<file path="src/rtl/axis_keep_unpacker.sv">
`default_nettype none
// +--------------------------------------------------------------------------+
// | axis_keep_unpacker: wide AXIS beat -> narrow lanes, null lanes skipped.   |
// | Optional: AXIS_KEEP_UNPACKER_ERR_EN adds the sticky err_sparse output.    |
// | Rev 1.0                                                                   |
// +--------------------------------------------------------------------------+
module axis_keep_unpacker #(
    parameter int AXIS_I_BYTES = 4,
    parameter int AXIS_O_BYTES = 1,
    parameter int MSB_FIRST    = 0
) (
    input  logic                        clk,
    input  logic                        areset,
    output logic                        axis_i_tready,
    input  logic                        axis_i_tvalid,
    input  logic                        axis_i_tlast,
    input  logic [AXIS_I_BYTES*8-1:0]   axis_i_tdata,
    input  logic [AXIS_I_BYTES-1:0]     axis_i_tkeep,
    input  logic                        axis_o_tready,
    output logic                        axis_o_tvalid,
    output logic                        axis_o_tlast,
    output logic [AXIS_O_BYTES*8-1:0]   axis_o_tdata,
    output logic [AXIS_O_BYTES-1:0]     axis_o_tkeep
`ifdef AXIS_KEEP_UNPACKER_ERR_EN
    ,
    output logic                        err_sparse
`endif
);

    localparam int NLANES     = AXIS_I_BYTES / AXIS_O_BYTES;
    localparam int CW         = (NLANES > 1) ? $clog2(NLANES) : 1;
    localparam int LW         = AXIS_O_BYTES * 8;
    localparam int FIRST_LANE = (MSB_FIRST != 0) ? NLANES - 1 : 0;

    localparam logic [0:0] ST_EMPTY  = 1'b0;
    localparam logic [0:0] ST_OUTPUT = 1'b1;

    logic [0:0]                state_q, state_d;
    logic [AXIS_I_BYTES*8-1:0] data_q,  data_d;
    logic [AXIS_I_BYTES-1:0]   keep_q,  keep_d;
    logic [NLANES-1:0]         mask_q,  mask_d;
    logic                      last_q,  last_d;
    logic [CW-1:0]             ctr_q,   ctr_d;

    logic [NLANES-1:0]         in_mask;
    logic [NLANES-1:0]         load_mask;
    logic [CW-1:0]             first_lane;
    logic                      first_found;
    logic [CW-1:0]             next_lane;
    logic                      has_next;
    logic                      past_ctr;
    logic                      in_hs;
    logic                      out_hs;

    // Lane index occupying position pos of the emission order.
    function automatic int lane_at(input int pos);
        return (MSB_FIRST != 0) ? (NLANES - 1 - pos) : pos;
    endfunction

    generate
        for (genvar k = 0; k < NLANES; k++) begin : g_lane_mask
            assign in_mask[k] = |axis_i_tkeep[k*AXIS_O_BYTES +: AXIS_O_BYTES];
        end
    endgenerate

    // An all-null beat carrying tlast still needs a carrier lane for the packet end.
    always_comb begin
        load_mask = in_mask;
        if ((in_mask == '0) && axis_i_tlast) begin
            load_mask[FIRST_LANE] = 1'b1;
        end
    end

    always_comb begin
        first_lane  = CW'(FIRST_LANE);
        first_found = 1'b0;
        for (int i = 0; i < NLANES; i++) begin
            if (!first_found && load_mask[lane_at(i)]) begin
                first_lane  = CW'(lane_at(i));
                first_found = 1'b1;
            end
        end
    end

    always_comb begin
        next_lane = ctr_q;
        has_next  = 1'b0;
        past_ctr  = 1'b0;
        for (int i = 0; i < NLANES; i++) begin
            if (past_ctr && !has_next && mask_q[lane_at(i)]) begin
                next_lane = CW'(lane_at(i));
                has_next  = 1'b1;
            end
            if (ctr_q == CW'(lane_at(i))) begin
                past_ctr = 1'b1;
            end
        end
    end

    always_comb begin
        axis_o_tdata = '0;
        axis_o_tkeep = '0;
        for (int k = 0; k < NLANES; k++) begin
            if (ctr_q == CW'(k)) begin
                axis_o_tdata = data_q[k*LW +: LW];
                axis_o_tkeep = keep_q[k*AXIS_O_BYTES +: AXIS_O_BYTES];
            end
        end
    end

    assign axis_o_tvalid = (state_q == ST_OUTPUT);
    assign axis_o_tlast  = axis_o_tvalid && last_q && !has_next;

    // Ready when idle, or when the final lane drains this cycle.
    assign axis_i_tready = !areset &&
                           ((state_q == ST_EMPTY) ||
                            ((state_q == ST_OUTPUT) && !has_next && axis_o_tready));

    assign in_hs  = axis_i_tvalid && axis_i_tready;
    assign out_hs = axis_o_tvalid && axis_o_tready;

    always_comb begin
        state_d = state_q;
        data_d  = data_q;
        keep_d  = keep_q;
        mask_d  = mask_q;
        last_d  = last_q;
        ctr_d   = ctr_q;
        if (out_hs) begin
            if (has_next) begin
                ctr_d = next_lane;
            end else begin
                state_d = ST_EMPTY;
            end
        end
        if (in_hs && (load_mask != '0)) begin
            data_d  = axis_i_tdata;
            keep_d  = axis_i_tkeep;
            mask_d  = load_mask;
            last_d  = axis_i_tlast;
            ctr_d   = first_lane;
            state_d = ST_OUTPUT;
        end
    end

    always_ff @(posedge clk or posedge areset) begin
        if (areset) begin
            state_q <= ST_EMPTY;
            data_q  <= '0;
            keep_q  <= '0;
            mask_q  <= '0;
            last_q  <= 1'b0;
            ctr_q   <= '0;
        end else begin
            state_q <= state_d;
            data_q  <= data_d;
            keep_q  <= keep_d;
            mask_q  <= mask_d;
            last_q  <= last_d;
            ctr_q   <= ctr_d;
        end
    end

`ifdef AXIS_KEEP_UNPACKER_ERR_EN
    logic hole;
    logic seen_null;
    logic err_q;

    // A hole is a null lane followed later in emission order by a valid lane.
    always_comb begin
        hole      = 1'b0;
        seen_null = 1'b0;
        for (int i = 0; i < NLANES; i++) begin
            if (in_mask[lane_at(i)]) begin
                if (seen_null) begin
                    hole = 1'b1;
                end
            end else begin
                seen_null = 1'b1;
            end
        end
    end

    always_ff @(posedge clk or posedge areset) begin
        if (areset) begin
            err_q <= 1'b0;
        end else if (in_hs && hole) begin
            err_q <= 1'b1;
        end
    end

    assign err_sparse = err_q;
`endif

endmodule
`default_nettype wire

</file>
<file path="config.mk">
export PLATFORM = sky130hd
export DESIGN_NAME = axis_keep_unpacker
export DESIGN_NICKNAME = d
export VERILOG_FILES = /design/src/rtl/axis_keep_unpacker.sv
export SDC_FILE = /design/constraint.sdc
export NUM_CORES = 1
export LEC_CHECK = 0
export ABC_AREA = 0
export CAP_MARGIN = 5
export CORE_MARGIN = 2
export CORE_UTILIZATION = 53
export CTS_BUF_LIST = sky130_fd_sc_hd__clkbuf_8
export CTS_CLUSTER_SIZE = 8
export DETAILED_ROUTE_END_ITERATION = 7
export GPL_TIMING_DRIVEN = 1
export PLACE_DENSITY = 0.93
export SLEW_MARGIN = 40
export SYNTH_ARGS = -nofsm -noshare
export SYNTH_HDL_FRONTEND = slang
export SYNTH_SLANG_ARGS = --single-unit
</file>
<file path="constraint.sdc">
create_clock -name clk -period 3.4 [get_ports clk]
set_input_delay 0.34 -clock clk [delete_from_list [all_inputs] [get_ports clk]]
set_output_delay 0.34 -clock clk [all_outputs]
set_load 0.01 [all_outputs]
</file>
==> run summary <==
yosys + openroad results -> remaining global-route overflow=0, Largest regs=data_q: 32 flops, keep_q: 4 flops, ctr_q: 2 flops, Highest Clock Rate=0.390 GHz, critical path startpoint=ctr_q[0]$_DFFE_PP0P_, max-cap viol count=0, number of instances in the synthesized netlist=122, post-synth net total=163, tool warnings=26, clock root cell=clkbuf_8, result of the run=completed, max-slew violation count=0, Cell variety after synth=26, Avg Cell Area, Syn=15.5 um2, switching power share of the total=30.8%, count of cells along the worst hold path=1, H-tree Lvls=2, Seq cells=40, sum of internal, switching and leakage power=2.23 mW, Well-Tap Cells=46, Synth top cells by count=dfrtp_1, mux2_2, mux4_2, mux2_4, nand2_1, dominant kind of cell=sequential cells, sequential element share of the synthesized area=52.9%, most repeated cell in the gate-level netlist after synthesis=dfrtp_1, power dissipated in the clock network=0.313 mW, worst min-delay path startpoint=data_q[19]$_DFFE_PP0P_, R2R Path End=data_q[13]$_DFFE_PP0P_, clock network fraction of total power=14.0%, Startpoint Class=flop, total iterations of the first detailed-routing run=4, end point of the most critical hold path=data_q[19]$_DFFE_PP0P_, Final Worst Setup Slack=836 ps, maximum number of pins on one net before global-route repair=41, portion of total power attributed to sequential cells=41.5%, number of inverters outside the clock class in the layout=2, share of async-settable or async-resettable flops after synthesis=100%, Comb area=835 um2, Logic pwr share=44.5%, top contributor to total power=combinational cells, total setup violations reported at the end of the flow=0, global routing usage summed across all routing layers=21.0%, adder-cell share of the synthesized area=0%, CP Max Fanout=13, Clock Sinks=40, post-DR wirelength/cell=16.9 um, setup slack of the worst register-to-register path=1120 ps, Place WS=1150 ps, kind of capture point of the worst setup path=output port, antenna violation net count after detailed routing=0, XOR/XNOR share of the synthesized area=0%, initial antenna violation count=0, clk_skew=5.12 ps, IO Pins=53, worst vdd rail ir drop=0.495 mV, die area=4060 um2, number of antenna repair diodes=0, power per standard cell area=882 nW/um2, register with the highest flop count=data_q, Port-buffer cells=52, Post-synth EDFFs=0, largest family of logic cells by area=multiplexers, final-report hold violation count=0, clock latency reported for the late side of the worst-skew pair=300 ps, fin area=2530 um2, total DRC errors in the routed layout=0, TritonCTS buffer count=5, combinational gate power=0.993 mW, # resized after CTS=0, worst hold path type=flop to flop, relative area change from synthesis to final layout=33.8%, Internal Dissipation=1.54 mW, total cell area at the placement stage=2440 um2, horizontal die size=63.7 um, fillcell total=211, filler-free cell count of the finished design=225, clock tree from TritonCTS=done, Max Root-Sink Buffers=2, number of synthesized register bits=40, DRT Wirelength=3.79 mm, crit path DRT=3060 ps, yosys aoi share=2.58%, Rows=21, HPWL reported at the end of detailed placement=2.76 mm, mux frac, synth=35.4%, Clock buf/inv share=3.46%, via count of the routed design=1202, Signal buffers=55, commonest register cell after synthesis=dfrtp_1, final worst path period share=75.4%, fraction of layout instances using a drive strength above 1=34.1%, violation count after the first detailed-route iteration=43, post-synthesis chip area from yosys=1890 um2, total sequential power=0.926 mW, flip-flop count of the largest register after layout=32, setup_tns=0 ps, count of cells along the worst register-to-register path=6, yosys cell count=122, number of logic gates=74, global-route wire length before repair=6.44 mm, core region area=3390 um2, utilization after layout=74.7%, FF/Latch Area=1000 um2, combined area of all synthesized cells=1890 um2, transition at the pin with the smallest max-transition slack=733 ps, critical setup path kind=flop to output port, Signal buf overhead=21.5%, number of cells after detailed placement=217, gpl congestion=0.823, destination of the critical timing path=axis_o_tdata[0], worst hold-check slack=504 ps, number of synthesis warnings=0, number of buffers inserted for hold repair after clock tree synthesis=0, multi-input gate share of total cell area=33.0%, number of global-route vias before repair=1333, unrepaired setup endpoints after global routing=false, count of buffers added by post-CTS timing repair for setup=0, post-synth top area share=52.9%, minimum clock period after layout=2560 ps, Via density=5.34, cell type with the largest total area=dfrtp_1
==> cells in the final DEF (no fill, tap or decap), types with 3 or more instances in the layout <==
cell type         n
a21oi_1           3
buf_4             3
clkbuf_8          5
clkdlybuf4s50_1  52
dfrtp_1          40
mux2_2           29
mux2_4            8
mux4_2            9
nand2_1           4
nor2_1            3
==> routing by layer <==
metal / track usage (%) / vias up / wire length, um / part of all wire (%)
met5: 0 / - / 0 / 0
met4: 8.15 / 0 / 46 / 1.2
met3: 6.69 / 4 / 244 / 6.4
met2: 34.7 / 38 / 1940 / 51
met1: 25.9 / 602 / 1570 / 41
li1: - / 558 / - / -
==> worst max-delay path: stages, from the launching register on <==
cell and delay, ps:
dfrtp_1 820, mux4_2 600, clkdlybuf4s50_1 510
Figure 1. Routed clock nets over the placement.
Bar = 20 um.
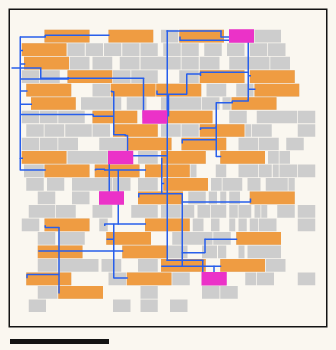
Key: clock drivers = magenta [count 5]; flip-flops = orange [count 40]; clock wires = blue [length 481 um]
There are 6 routed clock nets. Position of the flops: widely spread.

Figure 2. Register map, names as in the netlist.
Bar = 20 um. Other sequential cells in the stronger gray, the rest of the logic in the fainter gray.
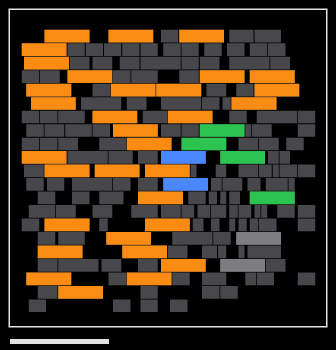
Key: `data_q` = orange [flops 32]; `keep_q` = green [flops 4]; `ctr_q` = blue [flops 2]
Another 2 sequential cells are not colored.

Figure 3. Zoomed window.
Window x 33 to 63, y 1 to 31 um. Cells in gray, sequential cells in the stronger gray; small squares are vias.
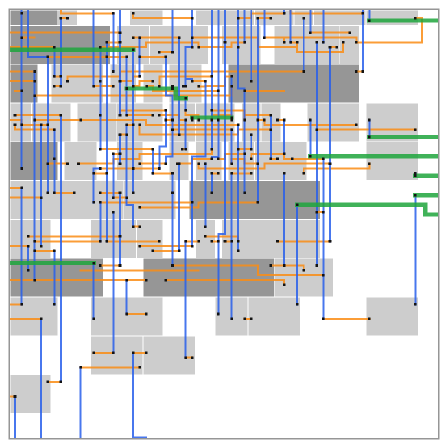
Key: metal 2 = blue; metal 3 = green; metal 1 = orange
Most frequent: clkdlybuf4s50_1 (9), dfrtp_1 (5). Sequential cells in the window: 5. 46 logic cells have their middle in the window.

Power figures rest on the tool's default switching activity, not on a simulated workload.
